## config.mk

```make
export PLATFORM = sky130hd
export DESIGN_NAME = clock_divider_ctrl
export DESIGN_NICKNAME = d
export VERILOG_FILES = /design/src/rtl/clock_divider_ctrl.sv
export SDC_FILE = /design/constraint.sdc
export NUM_CORES = 1
export LEC_CHECK = 0
export ABC_AREA = 0
export CAP_MARGIN = 15
export CORE_MARGIN = 2
export CORE_UTILIZATION = 40
export CTS_BUF_LIST = sky130_fd_sc_hd__clkbuf_4 sky130_fd_sc_hd__clkbuf_8
export DETAILED_ROUTE_END_ITERATION = 8
export GPL_TIMING_DRIVEN = 0
export PLACE_DENSITY = 0.6
export RECOVER_POWER = 25
export SYNTH_ARGS = -nofsm -noshare
export SYNTH_HDL_FRONTEND = slang
export SYNTH_SLANG_ARGS = --single-unit
```

## constraint.sdc

```tcl
create_clock -name clock_i -period 9.65 [get_ports clock_i]
set_clock_uncertainty 0.15 [all_clocks]
set_input_delay 0.965 -clock clock_i [delete_from_list [all_inputs] [get_ports clock_i]]
set_output_delay 0.965 -clock clock_i [all_outputs]
set_load 0.005 [all_outputs]
```

## src/rtl/clock_divider_ctrl.sv

```systemverilog
// clock_divider_ctrl
//   Run-time programmable clock-waveform controller. Produces a registered
//   divided waveform with programmable period and high time. It sequences
//   start/stop and applies new settings only at period boundaries, so the
//   waveform never glitches. Configuration uses a valid/ready handshake.
//
// Ports
//   clock_i        sole clock, rising edge
//   reset_i        synchronous active-high reset
//   start_i        begin generating (from idle, or resume while draining)
//   stop_i         finish the current period, then go idle
//   cfg_valid_i    configuration request
//   cfg_ready_o    configuration can be accepted this cycle (independent of valid)
//   cfg_period_i   requested period in clock cycles
//   cfg_high_i     requested high cycles per period
//   cfg_err_o      one-cycle pulse: accepted configuration was invalid and discarded
//   out_o          generated waveform (registered)
//   period_tick_o  one-cycle pulse in the last cycle of each period
//   busy_o         high while running or draining
module clock_divider_ctrl #(
  parameter int unsigned CNT_W          = 8,
  parameter int unsigned DEFAULT_PERIOD = 4,
  parameter int unsigned DEFAULT_HIGH   = 1
) (
  input  logic             clock_i,
  input  logic             reset_i,
  input  logic             start_i,
  input  logic             stop_i,
  input  logic             cfg_valid_i,
  output logic             cfg_ready_o,
  input  logic [CNT_W-1:0] cfg_period_i,
  input  logic [CNT_W-1:0] cfg_high_i,
  output logic             cfg_err_o,
  output logic             out_o,
  output logic             period_tick_o,
  output logic             busy_o
);

  localparam logic [CNT_W-1:0] One       = CNT_W'(1);
  localparam logic [CNT_W-1:0] Two       = CNT_W'(2);
  localparam logic [CNT_W-1:0] DefPeriod = CNT_W'(DEFAULT_PERIOD);
  localparam logic [CNT_W-1:0] DefHigh   = CNT_W'(DEFAULT_HIGH);

  typedef enum logic [1:0] {StIdle, StRun, StDrain} state_e;

  state_e           state_q, state_d;
  logic [CNT_W-1:0] cnt_q, cnt_d;
  logic             out_q, out_d;
  logic [CNT_W-1:0] period_q, period_d;
  logic [CNT_W-1:0] high_q, high_d;
  logic             pend_q, pend_d;
  logic [CNT_W-1:0] pend_period_q, pend_period_d;
  logic [CNT_W-1:0] pend_high_q, pend_high_d;
  logic             cfg_err_q, cfg_err_d;

  logic busy;
  logic last;
  logic xfer;
  logic cfg_ok;

  always_comb begin
    busy        = (state_q != StIdle);
    last        = (cnt_q == period_q - One);
    cfg_ready_o = (state_q == StIdle) || !pend_q;
    xfer        = cfg_valid_i && cfg_ready_o;
    cfg_ok      = (cfg_period_i >= Two) && (cfg_high_i != '0) && (cfg_high_i < cfg_period_i);
  end

  // Next state
  always_comb begin
    state_d = state_q;
    unique case (state_q)
      StIdle:  if (start_i && !stop_i) state_d = StRun;
      StRun:   if (stop_i) state_d = StDrain;
      StDrain: begin
        if (start_i && !stop_i) state_d = StRun;
        else if (last)          state_d = StIdle;
      end
      default: state_d = StIdle;
    endcase
  end

  // Configuration: direct load when idle, otherwise staged until the boundary.
  always_comb begin
    period_d      = period_q;
    high_d        = high_q;
    pend_d        = pend_q;
    pend_period_d = pend_period_q;
    pend_high_d   = pend_high_q;
    cfg_err_d     = xfer && !cfg_ok;
    if (state_q == StIdle) begin
      if (xfer && cfg_ok) begin
        period_d = cfg_period_i;
        high_d   = cfg_high_i;
      end
    end else if (last) begin
      // A pending config blocks ready, so a boundary transfer only occurs with nothing pending.
      if (pend_q) begin
        period_d = pend_period_q;
        high_d   = pend_high_q;
        pend_d   = 1'b0;
      end else if (xfer && cfg_ok) begin
        period_d = cfg_period_i;
        high_d   = cfg_high_i;
      end
    end else if (xfer && cfg_ok) begin
      pend_d        = 1'b1;
      pend_period_d = cfg_period_i;
      pend_high_d   = cfg_high_i;
    end
  end

  // Counter and waveform; out follows the counter value it will hold next cycle.
  always_comb begin
    cnt_d = '0;
    if (state_q != StIdle && state_d != StIdle && !last) begin
      cnt_d = cnt_q + One;
    end
    out_d = (state_d != StIdle) && (cnt_d < high_d);
  end

  always_ff @(posedge clock_i) begin
    if (reset_i) begin
      state_q       <= StIdle;
      cnt_q         <= '0;
      out_q         <= 1'b0;
      period_q      <= DefPeriod;
      high_q        <= DefHigh;
      pend_q        <= 1'b0;
      pend_period_q <= '0;
      pend_high_q   <= '0;
      cfg_err_q     <= 1'b0;
    end else begin
      state_q       <= state_d;
      cnt_q         <= cnt_d;
      out_q         <= out_d;
      period_q      <= period_d;
      high_q        <= high_d;
      pend_q        <= pend_d;
      pend_period_q <= pend_period_d;
      pend_high_q   <= pend_high_d;
      cfg_err_q     <= cfg_err_d;
    end
  end

  assign out_o         = out_q;
  assign cfg_err_o     = cfg_err_q;
  assign busy_o        = busy;
  assign period_tick_o = busy && last;

endmodule

```

**Clock network drawn from the DEF**

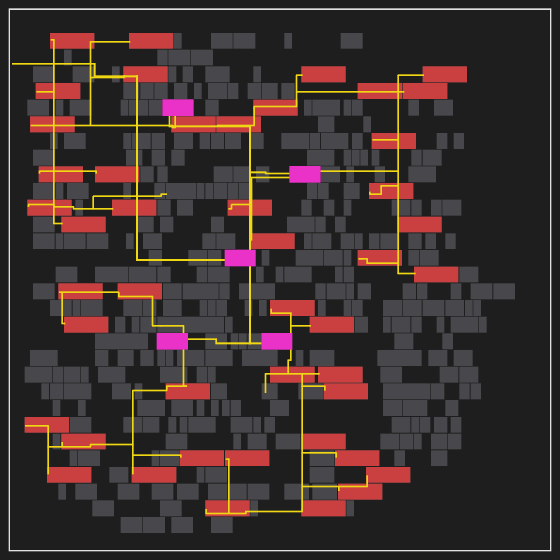
[red] flip-flops | count: 45
[yellow] clock wires | length: 617 um
[magenta] clock-net drivers | count: 5
routed clock nets	6
flops lie	all over the die

**Congestion heat map**

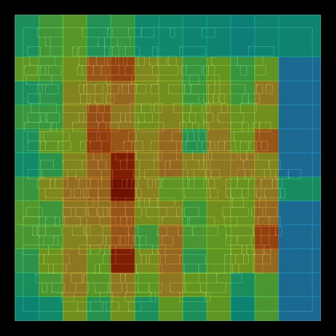
grt peak-use layer: met2
met3 track demand over resource: 2.83%

**PDN straps and rails**

Bar = 20 um. Pins as bars on the die edge.
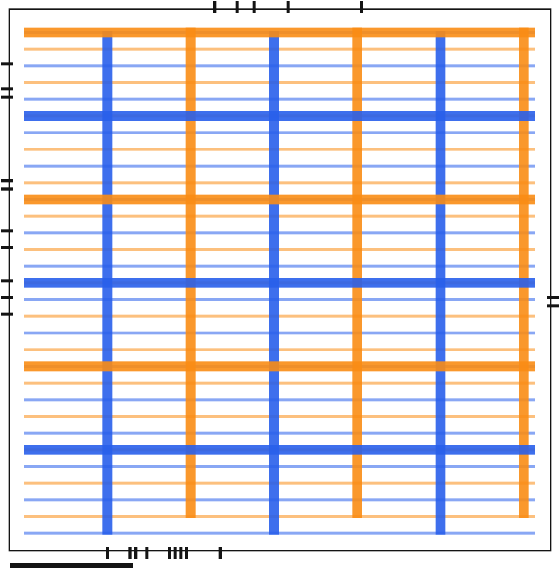
colour	net
blue	VSS
orange	VDD
rows	30
met5 straps	6
signal pins	26

**Placed cells, one colour a class**

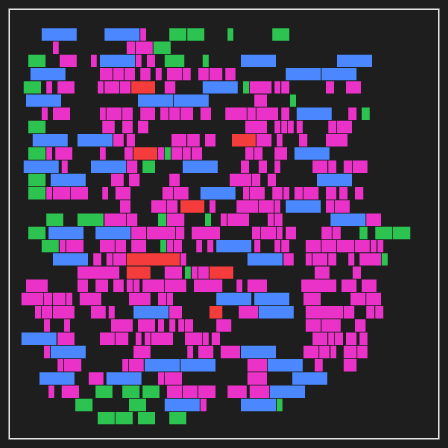
colour	class	cells	share of their area
red	clock drivers and dummy loads	8	3.8%
magenta	remaining logic cells	258	58%
green	remaining buffers and delay cells	40	10%
blue	registers	45	28%

==> impl_metrics.ini <==
; implementation run metrics
[synthesis]
synth_area_per_cell_um2 = 8.84
syn_nets = 356
xor_area_share_pct = 4.66
synthArstFlopShare_pct = 0
top_cell_area_share_pct = 31.9
common_cells = dfxtp_1 (45), nor2_1 (35), inv_1 (18)
ys_types = 66
yosys-stat-area_mm2 = 0.00282
ys_sh_mux_pct = 5.68
top_cells_by_area = dfxtp_1 (32%), ha_1 (7.1%), mux2i_1 (5.7%), nor2_1 (4.7%), o221a_2 (2.8%)
ys_cells = 319
mappedNetlistArea_mm2 = 0.00282
synth-edff-count = 0
ys_sh_simple_pct = 25.7
yosysWarnings = 0
synthTopLogicFamily = simple AND/OR/NAND/NOR gates
yosysSeqAreaShare_pct = 31.9
post-synth-top-area-cell = dfxtp_1
synth_dominant_cell_count = dfxtp_1

[critical_path]
crit_cells = 17
worstPathRequired_ns = 9.73
worst_path_most_repeated_cell = a21oi_1
cp_max_fo = 8
path_cells = clkdlybuf4s50_1, ha_1, a211oi_1, nor2_1, nor4b_4, a21oi_1, a21oi_4, o22ai_1, nand2b_1, ha_1, a21oi_1, o32ai_1, a2111oi_0, o21ai_0, a21oi_1, o211ai_1, o21ai_1
startpoint = cfg_high_i[5]
critPathMaxStageDelay_ns = 0.62
critPathKind = input pin to register
r2r_cells = 19
cp_num_buf_inv = 1
crit_slowest_cell = clkdlybuf4s50_1

[clocking]
hold_buffers = 0
postCtsSetupBuffers = 0
max-clock-path-buffers = 2
htreeDepth = 2
cts_tree = done
worstSkewPairLatency_ns = 0.30
cts_resized = 0
cts.sinks = 45
cts-root-buf = clkbuf_8

[place]
dpl_cell_area_mm2 = 0.00318
portBuffers = 24

[cells_and_area]
comb_area_mm2 = 0.00176
final_cell_area_mm2 = 0.00330
drive_gt1_share_pct = 11.1
nNetsFinal = 387
most-common-layout-cells = dfxtp_1 (45), nor2_1 (35), clkdlybuf4s50_1 (21), inv_1 (18)
lay_top_count = dfxtp_1
areaGrowthSynthToFinish_pct = 16.8
ff_latch_area_um2 = 901
fillers = 680
diodes = 0

[drt]
wirelength_um = 7010
first_iter_violations = 120
ant_nets = 0
drc = 0
dr.pass1.iters = 5
post_drt_wl_per_cell_um = 15.7

[global_routing]
grt_max_degree = 14
antenna_found_initial = 0
globalRouteOverflowTotal = 0
grt_first_pass_wirelength_um = 11600

[final_timing]
relSlewSlack_pct = 46.5
fmax_mhz = 210
fin_crit_ns = 4.75
finalSetupViolations = 0
tightestPinTransition_ns = 0.794
drv_slew = 0
period_used_pct = 49.3

[die]
fp-row-count = 30
die_w_um = 88.0
ios = 26
chip_area_mm2 = 0.00774
core_area_mm2 = 0.00679
die_h_um = 88.0

[min_path]
min_path_cells = 2
worstHoldPathType = register to register

[outcome]
outcome = complete, no violations

[job]
warnings = 26
drv_cap = 0

[power_and_ir_drop]
leakage_uw = 0.00123
flip-flops by register name (all words and copies together) (netlist names):
signal and flops:
cfg_err_o 1, cnt_q 8, high_q 8, out_o 1, pend_high_q 8, pend_period_q 8
pend_q 1, period_q 8, state_q 2
final timing paths:
path / endpoint
worst max-delay path: out_o
worst min-delay path: pend_period_q[1]
worst max register to register: out_o
worst min register to register: pend_period_q[1]
per-stage QoR:
stage / worst slack, ns / util [%] / power, uW / hold slack (ns) / cells
finish: 4.90 / 48.5 / 466 / 0.353 / 447
floorplan: 5.68 / - / 284 / 0.310 / 319
detailed placement: 4.61 / 46.8 / 318 / 0.335 / 439
global placement: 4.62 / 46.8 / 315 / 0.325 / 439
global route: 4.50 / 48.5 / 491 / 0.388 / 447
CTS: 4.91 / 48.6 / 469 / 0.356 / 447
cell families (layout without fill, tap and decap cells):
| kind of cell | Yosys count | in the layout |
|---|---|---|
| buffers and inverters | 35 | 67 |
| AOI/OAI and AO/OA | 66 | 66 |
| and+or+nand+nor | 126 | 126 |
| DFF | 45 | 45 |
| muxes | 16 | 16 |
| adders and majority gates | 16 | 16 |
| xor gates and xnor gates | 15 | 15 |
layer usage:
metal / part of all wire, % / global-route usage [%]
met5: 0 / 0
met3: 3.5 / 2.83
met2: 46 / 31.1
met4: 1.5 / 5.87
met1: 49 / 26.5
layout make-up:
type                    count  share of cell area [%]
clock buffers               7                    2.73
inverters                  19                    2.16
well taps                  96                    3.64
clock inverters             1                   0.911
flip-flops and latches     45                    27.3
multi-input cells         239                    53.3
repair buffers             24                    7.29
plain buffers              16                    2.62
where the power goes:
group          internal [uW]  total (uW)  leakage (uW)  switching (uW)
registers                196         206      0.000367            9.54
logic                   48.7         106      0.000797            57.7
clock network           87.3         153     0.0000619            65.9
No activity file was given, so power comes from the tool's default toggle rates.
